run_1/floorplan.png
Pins as bars on the die edge.
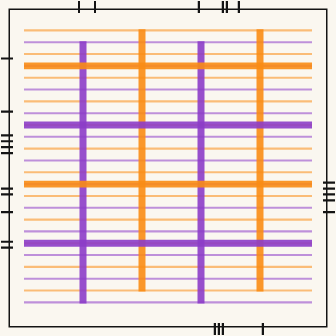
run_1/class_map.png
Scale bar: 20 um.
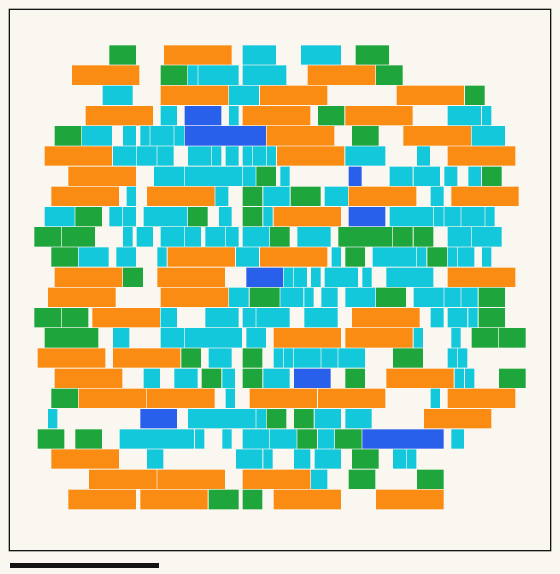
run_1/clock_wires.png
Scale bar: 20 um.
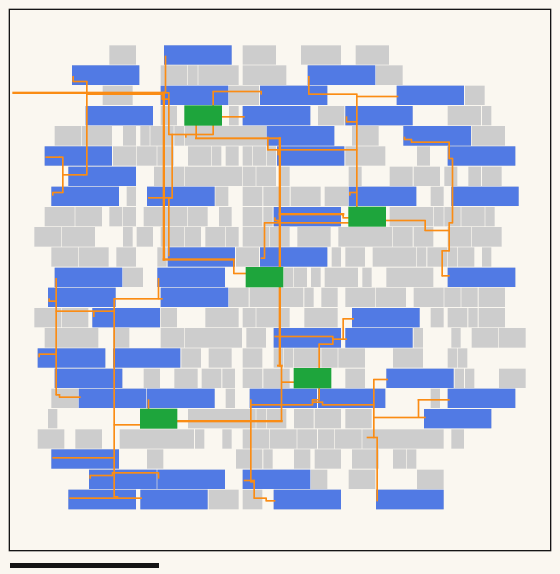
--- src/rtl/ripple_count_extender_if.sv ---
// Handshake and data bundle between the ripple-count consumer and its client.
// The master drives the ripple count, clear, request and ready; the slave returns snapshots.
interface ripple_count_extender_if #(
  parameter int CNT_W = 4,
  parameter int EXT_W = 8
);
  logic [CNT_W-1:0]       q_in;
  logic                   cnt_clr;
  logic                   sample_req;
  logic                   out_ready;
  logic                   out_valid;
  logic [CNT_W+EXT_W-1:0] out_count;
  logic                   out_err;
  logic                   wrap_pulse;
  logic                   ext_overflow;
  logic                   busy;

  modport master (
    output q_in, cnt_clr, sample_req, out_ready,
    input  out_valid, out_count, out_err, wrap_pulse, ext_overflow, busy
  );

  modport slave (
    input  q_in, cnt_clr, sample_req, out_ready,
    output out_valid, out_count, out_err, wrap_pulse, ext_overflow, busy
  );
endinterface

--- src/rtl/ripple_count_extender.sv ---
// Synchronises an asynchronous ripple count, debounces it, extends it with a wrap
// counter and hands out {ext, stable} snapshots over a valid/ready handshake.
module ripple_count_extender #(
  parameter int CNT_W    = 4,
  parameter int EXT_W    = 8,
  parameter int STABLE_N = 2,
  parameter int TIMEOUT  = 15
) (
  input logic                     clk,
  input logic                     reset,
  ripple_count_extender_if.slave  bus
);

  localparam int RUN_W = $clog2(STABLE_N + 1);
  localparam int TMO_W = (TIMEOUT > 1) ? $clog2(TIMEOUT) : 1;

  typedef enum logic [1:0] {
    IDLE,
    SETTLE,
    HOLD
  } state_t;

  logic [CNT_W-1:0]       s1_q, s2_q;
  logic [CNT_W-1:0]       cand_q, cand_d;
  logic [RUN_W-1:0]       run_q, run_d;
  logic [CNT_W-1:0]       stable_q, stable_d;
  logic [EXT_W-1:0]       ext_q, ext_d;
  logic                   wrap_q, wrap_d;
  logic                   ovf_q, ovf_d;
  state_t                 state_q;
  logic [TMO_W-1:0]       tmo_q;
  logic [CNT_W+EXT_W-1:0] out_count_q;
  logic                   out_err_q;
  logic                   out_valid_q;
  logic                   busy_q;

  always_ff @(posedge clk or posedge reset) begin
    if (reset) begin
      s1_q <= '0;
      s2_q <= '0;
    end else begin
      s1_q <= bus.q_in;
      s2_q <= s1_q;
    end
  end

  // A drop of the accepted value can only come from the ripple counter wrapping.
  always_comb begin
    cand_d   = cand_q;
    run_d    = run_q;
    stable_d = stable_q;
    ext_d    = ext_q;
    wrap_d   = 1'b0;
    ovf_d    = ovf_q;
    if (bus.cnt_clr) begin
      cand_d   = '0;
      run_d    = '0;
      stable_d = '0;
      ext_d    = '0;
      ovf_d    = 1'b0;
    end else if (s2_q != cand_q) begin
      cand_d = s2_q;
      run_d  = RUN_W'(1);
    end else if (run_q == RUN_W'(STABLE_N - 1)) begin
      run_d    = RUN_W'(STABLE_N);
      stable_d = cand_q;
      if (cand_q < stable_q) begin
        ext_d  = ext_q + EXT_W'(1);
        wrap_d = 1'b1;
        if (&ext_q) begin
          ovf_d = 1'b1;
        end
      end
    end else if (run_q < RUN_W'(STABLE_N - 1)) begin
      run_d = run_q + RUN_W'(1);
    end
  end

  always_ff @(posedge clk or posedge reset) begin
    if (reset) begin
      cand_q   <= '0;
      run_q    <= '0;
      stable_q <= '0;
      ext_q    <= '0;
      wrap_q   <= 1'b0;
      ovf_q    <= 1'b0;
    end else begin
      cand_q   <= cand_d;
      run_q    <= run_d;
      stable_q <= stable_d;
      ext_q    <= ext_d;
      wrap_q   <= wrap_d;
      ovf_q    <= ovf_d;
    end
  end

  // Snapshots take ext as registered, so a wrap finishing on the latch edge is excluded.
  always_ff @(posedge clk or posedge reset) begin
    if (reset) begin
      state_q     <= IDLE;
      tmo_q       <= '0;
      out_count_q <= '0;
      out_err_q   <= 1'b0;
      out_valid_q <= 1'b0;
      busy_q      <= 1'b0;
    end else begin
      case (state_q)
        IDLE: begin
          if (bus.sample_req) begin
            state_q <= SETTLE;
            tmo_q   <= '0;
            busy_q  <= 1'b1;
          end
        end
        SETTLE: begin
          if (run_q == RUN_W'(STABLE_N) && s2_q == cand_q) begin
            out_count_q <= {ext_q, cand_q};
            out_err_q   <= 1'b0;
            out_valid_q <= 1'b1;
            state_q     <= HOLD;
          end else if (tmo_q == TMO_W'(TIMEOUT - 1)) begin
            out_count_q <= {ext_q, stable_q};
            out_err_q   <= 1'b1;
            out_valid_q <= 1'b1;
            state_q     <= HOLD;
          end else begin
            tmo_q <= tmo_q + TMO_W'(1);
          end
        end
        HOLD: begin
          if (bus.out_ready) begin
            out_valid_q <= 1'b0;
            busy_q      <= 1'b0;
            state_q     <= IDLE;
          end
        end
        default: begin
          state_q     <= IDLE;
          out_valid_q <= 1'b0;
          busy_q      <= 1'b0;
        end
      endcase
    end
  end

  assign bus.out_valid    = out_valid_q;
  assign bus.out_count    = out_count_q;
  assign bus.out_err      = out_err_q;
  assign bus.wrap_pulse   = wrap_q;
  assign bus.ext_overflow = ovf_q;
  assign bus.busy         = busy_q;

endmodule
--- src/flat_wrapper.sv ---
// flat-port wrapper written by rule: the top's interface ports become plain ports
module ripple_count_extender_flat 
#(
  parameter int CNT_W    = 4,
  parameter int EXT_W    = 8,
  parameter int STABLE_N = 2,
  parameter int TIMEOUT  = 15
)
  (clk, reset, bus_q_in, bus_cnt_clr, bus_sample_req, bus_out_ready, bus_out_valid, bus_out_count, bus_out_err, bus_wrap_pulse, bus_ext_overflow, bus_busy);
  ripple_count_extender_if #(.CNT_W(CNT_W), .EXT_W(EXT_W)) bus_i ();
  input logic clk;
  input logic reset;
  input wire logic [$bits(bus_i.q_in)-1:0] bus_q_in;
  input wire logic [$bits(bus_i.cnt_clr)-1:0] bus_cnt_clr;
  input wire logic [$bits(bus_i.sample_req)-1:0] bus_sample_req;
  input wire logic [$bits(bus_i.out_ready)-1:0] bus_out_ready;
  output wire logic [$bits(bus_i.out_valid)-1:0] bus_out_valid;
  output wire logic [$bits(bus_i.out_count)-1:0] bus_out_count;
  output wire logic [$bits(bus_i.out_err)-1:0] bus_out_err;
  output wire logic [$bits(bus_i.wrap_pulse)-1:0] bus_wrap_pulse;
  output wire logic [$bits(bus_i.ext_overflow)-1:0] bus_ext_overflow;
  output wire logic [$bits(bus_i.busy)-1:0] bus_busy;
  assign bus_i.q_in = bus_q_in;
  assign bus_i.cnt_clr = bus_cnt_clr;
  assign bus_i.sample_req = bus_sample_req;
  assign bus_i.out_ready = bus_out_ready;
  assign bus_out_valid = bus_i.out_valid;
  assign bus_out_count = bus_i.out_count;
  assign bus_out_err = bus_i.out_err;
  assign bus_wrap_pulse = bus_i.wrap_pulse;
  assign bus_ext_overflow = bus_i.ext_overflow;
  assign bus_busy = bus_i.busy;
  ripple_count_extender #(.CNT_W(CNT_W), .EXT_W(EXT_W), .STABLE_N(STABLE_N), .TIMEOUT(TIMEOUT)) u_core (.clk(clk), .reset(reset), .bus(bus_i));
endmodule
--- config.mk ---
export PLATFORM = sky130hd
export DESIGN_NAME = ripple_count_extender_flat
export DESIGN_NICKNAME = d
export VERILOG_FILES = /design/src/rtl/ripple_count_extender_if.sv /design/src/rtl/ripple_count_extender.sv /design/src/flat_wrapper.sv
export SDC_FILE = /design/constraint.sdc
export NUM_CORES = 1
export LEC_CHECK = 0
export ABC_AREA = 0
export CORE_MARGIN = 3
export CORE_UTILIZATION = 49
export CTS_CLUSTER_DIAMETER = 50
export CTS_CLUSTER_SIZE = 16
export DETAILED_ROUTE_END_ITERATION = 8
export PLACE_DENSITY = 0.74
export SETUP_SLACK_MARGIN = 0.2
export SKIP_LAST_GASP = 1
export SLEW_MARGIN = 20
export SYNTH_ARGS = -nofsm -noshare
export SYNTH_HDL_FRONTEND = slang
export SYNTH_SLANG_ARGS = --single-unit
--- constraint.sdc ---
create_clock -name clk -period 1.7 [get_ports clk]
set_input_delay 0.17 -clock clk [delete_from_list [all_inputs] [get_ports clk]]
set_output_delay 0.17 -clock clk [all_outputs]
set_load 0.02 [all_outputs]
==> results.toml, run 1 <==
# physical design summary
[status]
run_status = "complete, but fails checks"
failing_checks = "setup timing"

[place]
pre_cts_ws_ns = -0.1469
placed_cells_incl_taps = 283
place.detailed.hpwl_um = 2995
place.port_buffers = 25
placed_cell_area_sq_um = 2659

[cells_and_area]
layout_top_cells_excl_fill_tap = "49 x dfrtp_1, 23 x clkdlybuf4s50_1, 21 x buf_4"
lay_top_count = "dfrtp_1"
areaGrowthSynthToFinish_pct = 37.03
drive_gt1_frac = 0.2683
fin_cells = 296
num_antenna_cells = 0

[setup_path]
r2r_end = "u_core.ext_q[2]$_DFFE_PP0P_"
criticalPathCategory = "flip-flop to flip-flop"
r2r_slack_ns = -0.13
timing.rr.start = "u_core.cand_q[2]$_DFFE_PP0P_"
crit_path_start_kind = "flip-flop"
cp_data_arrival_time_ns = 2.02
end_kind = "flip-flop"
path_max_fanout = 4
critPathRequiredTime_ns = 1.89
path_depth_of_the_worst_reg2reg_path = 7
endpoint = "u_core.ext_q[2]$_DFFE_PP0P_"

[power_and_ir_drop]
ir_worst_vdd_v = 0.0006141
design_power_total_mw = 3.073
power_density_nw_per_um2 = 1029
cellLeakagePower_nw = 1.422

[final_timing]
highest_clock_rate_mhz = 547.1
final-setup-viol-count = 19
hold_viol = 0
timing.max_slew.rel_slack = 0.6931
final_period_minus_worst_setup_slack_ns = 1.828
postLayoutSetupSlackWorst_ns = -0.1277
fin_setup_tns_ns = -1.174
timing.final.crit_share = 1.075
worst-slew-pin-transition_ns = 0.4583

[logic_synthesis]
synth_seq_share = 0.5626
yosysChipArea_sq_um = 2180
top_cell_area_share = 0.5626
synth_area_per_inst_sq_um = 11.47
ys_async_sr_fraction = 1.000
ys_top_cells_by_area = "dfrtp_1 56%, ha_1 5.2%, xnor2_1 3.6%"
postSynthRegisterBits = 49
synth-warning-count = 0
synthesis.instances = 190
synthFlopType = "dfrtp_1"
floorplan_net_count = 208
largest_area_cell = "dfrtp_1"
synth_area_sq_um = 2180
edf_count = 0
post_synth_num_cell_types = 34
yosys_cells = 190

[cts]
cts_max_path_buffers = 2
clkSlewWorstSetupHoldPaths_ns = 0.09
post_cts_resized = 14
clock-root-buffer = "clkbuf_8"
cts_inserted_buffers = 5
cts_htree_levels = 2
ctsHoldBuffers = 0
cts.sinks = 49
insertion_delay_ns = 0.30
post_cts.repair.setup_buffers = 3
tritoncts = "yes"

[floorplanning]
die_height_um = 72.70
fp_util = 0.5260
die_w_um = 72.70
chip_area_sq_um = 5285
io_pins = 26

[global_routing]
globalRouteMet3Util = 0.04545
grt_use_total = 0.1832
use_met2 = 0.3196
grt_remaining_overflow = 0
antenna_found_initial = 0
grt_pass1_vias = 1685
globalRoute.busiestLayer = "met2"
grt.met1_usage = 0.2158
grt_max_degree = 50
grt_pass1_wl_um = 7486

[routing]
wire_per_inst_um = 14.94
met2_layer_wire_length_in_the_routed_design_um = 2376
wl_met1_um = 1832
top_signal_layer_used = "met4"
drt_drc_violations_left = 0
routed_wl_um = 4422
met3WireLength_um = 144
detail-route-antenna-nets = 0
initialDrtViolationCount = 58
viasPerCell = 5.328
drt_pass1_iterations = 4

[job]
timing.max_cap.violations = 0
openroad.warnings = 32

[hold_path]
min-delay-path-class = "input port to asynchronous set/reset pin"
## Picture notes: floorplan.png
legend:
  purple:
    net: VSS
  orange:
    net: VDD
met5 straps: 4
met4 straps: 4

## Picture notes: class_map.png
legend:
  blue:
    class: clock drivers and dummy loads
    cells: 8
  cyan:
    class: remaining logic cells
    cells: 136
  green:
    class: remaining buffers and delay cells
    cells: 53
  orange:
    class: registers
    cells: 49
core area: 4144 sq um
# rows: 23
final non-filler cell area: 2987 sq um
flop share of the area: 0.4106
Layout Utilization: 0.7207

## Picture notes: clock_wires.png
legend:
  green:
    item: clock-net drivers
    count: 5
  blue:
    item: flip-flops
    count: 49
  orange:
    item: clock wires
    length: 546 um
routed clock nets: 6
flops lie: spread over the die
Clock Power: 969 uW
Post-Route Skew: 0.006529 ns
Clk pwr share: 0.315

run 1: state kept, by name (all words and copies together) (netlist names):
signal and cells:
u_core.bus.busy 1, u_core.bus.ext_overflow 1, u_core.bus.out_count 12, u_core.bus.out_err 1, u_core.bus.out_valid 1, u_core.bus.wrap_pulse 1
u_core.cand_q 4, u_core.ext_q 8, u_core.run_q 2, u_core.s1_q 4, u_core.s2_q 4, u_core.stable_q 4
u_core.state_q 2, u_core.tmo_q 4
run 1: kinds of logic after synthesis:
kind of cell | Yosys count | share of synthesized area
muxes | 14 | 0.07405
and+or+nand+nor | 63 | 0.1539
xor gates and xnor gates | 10 | 0.04019
adders and majority gates | 9 | 0.05167
AOI/OAI and AO/OA | 24 | 0.07462
DFF | 49 | 0.5626
buffers and inverters | 21 | 0.04305
run 1: where the power goes:
group	switching [mW]	internal (mW)	leakage, nW
Sequential	0.0767	1.29	0.640
Combinational	0.395	0.346	0.714
Clock	0.385	0.584	0.0681
Total	0.857	2.22	1.42
run 1: cell usage after synthesis (all sizes together) (6+ instances only):
cell type  count
a21oi          7
ha             9
inv           16
o21ai          7
nand2         11
and2           6
mux2           8
mux2i          6
nor2          17
nand3          6
nor3           6
xnor2          9
dfrtp         49
run 1: worst max-delay path, stage by stage (launching register included):
cell      delay, ns
dfrtp_1        0.42
ha_1           0.31
o211ai_1       0.09
o211ai_1       0.42
buf_4          0.23
nor3_2         0.05
xnor2_1        0.16
nor2_1         0.06
run 1: final cells by class:
| class | count | area, sq um |
|---|---|---|
| Clock buffer | 5 | 68.82 |
| Clock inverter | 3 | 65.06 |
| Fill cell | 288 | 1157 |
| Inverter | 16 | 60.06 |
| Multi-Input combinational cell | 120 | 994.7 |
| Sequential cell | 49 | 1226 |
| Tap cell | 50 | 62.56 |
| Timing Repair Buffer | 53 | 509.2 |
==> inputs of run 2 (changes only) <==
ABC_CLOCK_PERIOD_IN_PS = 2400   (was not set)
CORE_UTILIZATION = 59   (was 49)
PLACE_DENSITY = 0.92   (was 0.74)
clock period = 2.4 ns   (was 1.7 ns; I/O delays follow)
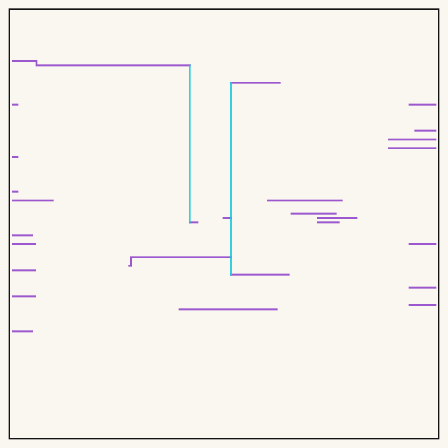
run_2/layers.png
Two of the layers only.
legend:
  purple:
    layer: M3
    wire_length: 166 um
  cyan:
    layer: M4
    wire_length: 54.4 um
WL final: 3875 um
via count of the routed design: 1455
GRT Total Usage: 0.2071

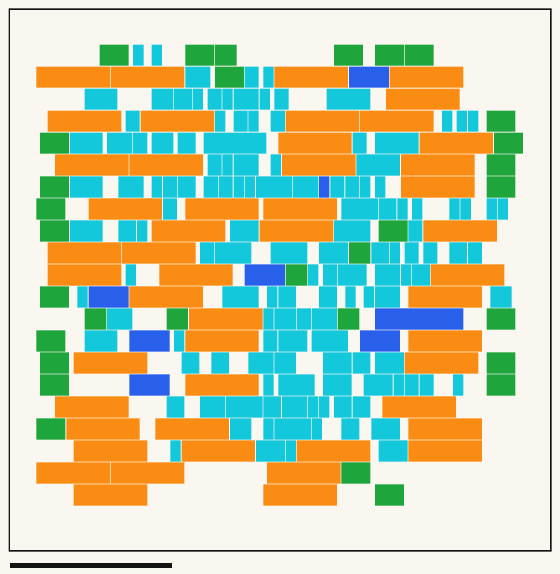
run_2/class_map.png
Scale bar: 20 um.
legend:
  blue:
    class: clock drivers and dummy loads
    cells: 8
  green:
    class: remaining buffers and delay cells
    cells: 31
  cyan:
    class: remaining logic cells
    cells: 136
  orange:
    class: registers
    cells: 49

==> run 2 against run 1 <==
Effect of this change: the run now ends clean; sequential share of layout area increased by 5.8 points; maximum frequency decreased by 4.8%; via count decreased by 7.7%; largest power group unchanged; die size decreased by 16%; critical path type unchanged; design area decreased by 12%; largest cell class unchanged; clock-buffer cell count increased by 2.
==> results.toml, run 2 <==
# physical design summary
[power_and_ir_drop]
pwr.group.combinational_uw = 399
cellLeakagePower_nw = 1.244
dominant_power_group = "sequential cells"
power.combinational.fraction = 0.203
clk-power_uw = 585
pwr.group.sequential_uw = 981
power.clock.fraction = 0.298
power_density_nw_per_um2 = 751.5
p_seq_frac = 0.499
netSwitchingPower_uw = 538.7
ir_worst_vdd_v = 0.0005313
p_int_mw = 1.426
switching_share = 0.2741

[cells_and_area]
layout_top_cells_excl_fill_tap = "49 x dfrtp_1, 25 x clkdlybuf4s50_1, 17 x nor2_1"
final_net_count = 241
areaGrowthSynthToFinish_pct = 19.98
largest_register_ff_count = 12
lay_top_count = "dfrtp_1"
num_antenna_cells = 0
drive_gt1_frac = 0.1250

[logic_synthesis]
post_synth_num_cell_types = 34
synth_area_per_inst_sq_um = 11.47
top_cell_area_share = 0.5626
synth_seq_share = 0.5626
yosysChipArea_sq_um = 2180
ys_async_sr_fraction = 1.000
floorplan_net_count = 208
synth_area_sq_um = 2180
largest_area_cell = "dfrtp_1"
synth-warning-count = 0
ys_top_cells_by_area = "dfrtp_1 56%, ha_1 5.2%, xnor2_1 3.6%"
yosys_cells = 190
synthFlopType = "dfrtp_1"
postSynthRegisterBits = 49
edf_count = 0
synthesis.instances = 190
post-synth-top-count-cell = "dfrtp_1"
synthTopCellsByCount = "49 x dfrtp_1, 17 x nor2_1, 16 x inv_1"

[cts]
insertion_delay_ns = 0.29
cts_htree_levels = 2
post_cts.repair.setup_buffers = 0
tritoncts = "yes"
ctsHoldBuffers = 0
cts_inserted_buffers = 5
clock-root-buffer = "clkbuf_8"
cts.sinks = 49
cts_max_path_buffers = 2
clkSlewWorstSetupHoldPaths_ns = 0.08
post_cts_resized = 0

[routing]
drt_pass1_iterations = 6
met3WireLength_um = 165
wl_met1_um = 1666
initialDrtViolationCount = 115
met2_layer_wire_length_in_the_routed_design_um = 1988
top_signal_layer_used = "met4"
drt_drc_violations_left = 0
wire_per_inst_um = 14.35
viasPerCell = 5.389
detail-route-antenna-nets = 0

[setup_path]
critPathRequiredTime_ns = 2.58
critical_path_depth = 5
crit_slowest_cell = "o21ai_2"
crit_path_max_delay_family = "AND-OR/OR-AND gates"
crit_path_start_kind = "flip-flop"
timing.critical_path.buf_inv = 1
cp_slowest_stage_delay_ns = 0.47
cp_data_arrival_time_ns = 2.11
path_depth_of_the_worst_reg2reg_path = 5
path_max_fanout = 9
end_kind = "flip-flop"
crit_path_cell_trace = "inv_1, ha_1, and3_1, o21ai_2, mux2_2"
criticalPathCategory = "flip-flop to flip-flop"

[final_timing]
timing.final.crit_share = 0.8002
rsz0062_at_grt = "no"
postLayoutSetupSlackWorst_ns = 0.4795
fin_setup_tns_ns = 0
worst-slew-pin-transition_ns = 0.5793
final_period_minus_worst_setup_slack_ns = 1.921
finClkSkew_ns = 0.005592
timing.max_slew.rel_slack = 0.6137
final_max_slew_viol_count = 0
highest_clock_rate_mhz = 520.7
final-setup-viol-count = 0
hold_viol = 0

[job]
openroad.warnings = 29
timing.max_cap.violations = 0

[place]
place.port_buffers = 25
gp_congestion = 0.8758
place.detailed.hpwl_um = 2854
pre_cts_ws_ns = 0.5200

[global_routing]
use_met2 = 0.3366
grt_remaining_overflow = 0
globalRouteMet3Util = 0.05565
grt_pass1_vias = 1546
grt_pass1_wl_um = 6755
grt.met1_usage = 0.2514
globalRoute.busiestLayer = "met2"
grt_max_degree = 21
antenna_found_initial = 0

[floorplanning]
io_pins = 26
die_w_um = 66.78
fp_util = 0.6332
die_height_um = 66.78
std_cell_rows = 21
core_area_sq_um = 3442
chip_area_sq_um = 4460

[status]
run_status = "complete, no violations"

[hold_path]
min-delay-path-class = "input port to asynchronous set/reset pin"
run 2: cell counts after synthesis:
No cell type changed its count.
run 2: cells by family after synthesis:
group	share of synthesized area
simple gates	0.1539
flops	0.5626
compound gates	0.07462
buf+inv	0.04305
mux	0.07405
xor+xnor	0.04019
fa+ha+maj	0.05167
run 2: area by class of cell:
type / instances / area, sq um
inverter: 16 / 60.06
tap: 46 / 57.56
fill: 223 / 827.0
timing repair buffer: 31 / 295.3
multi-input combinational: 120 / 859.6
clock buffer: 7 / 86.33
sequential: 49 / 1226
clock inverter: 1 / 30.03
run 2: metrics by stage:
step                      utilization  hold slack, ns  power [mW]  instance area [sq um]  cells
after global placement         0.7259          0.3324       1.365                   2499    262
final                          0.7597          0.1804       1.965                   2615    270
after CTS                      0.7597          0.1823       1.972                   2615    270
after detailed placement       0.7259          0.3347       1.388                   2499    262
after global routing           0.7597          0.1881       2.071                   2615    270
after floorplan                     -          0.2714       1.239                   2180    190
run 2: worst paths after layout:
check | from | to | slack [ns]
setup / recovery | u_core.tmo_q[0]$_DFFE_PP0P_ | u_core.bus.out_count[10]$_DFFE_PP0P_ | 0.48
hold / removal | reset | u_core.bus.out_count[8]$_DFFE_PP0P_ | 0.18
setup reg to reg | u_core.tmo_q[0]$_DFFE_PP0P_ | u_core.bus.out_count[10]$_DFFE_PP0P_ | 0.48
hold reg to reg | u_core.s1_q[1]$_DFF_PP0_ | u_core.s2_q[1]$_DFF_PP0_ | 0.35
max in group asynchronous | reset | u_core.tmo_q[3]$_DFFE_PP0P_ | 1.70
min in group clk | u_core.s1_q[1]$_DFF_PP0_ | u_core.s2_q[1]$_DFF_PP0_ | 0.35
Power and IR drop assume default switching activity.
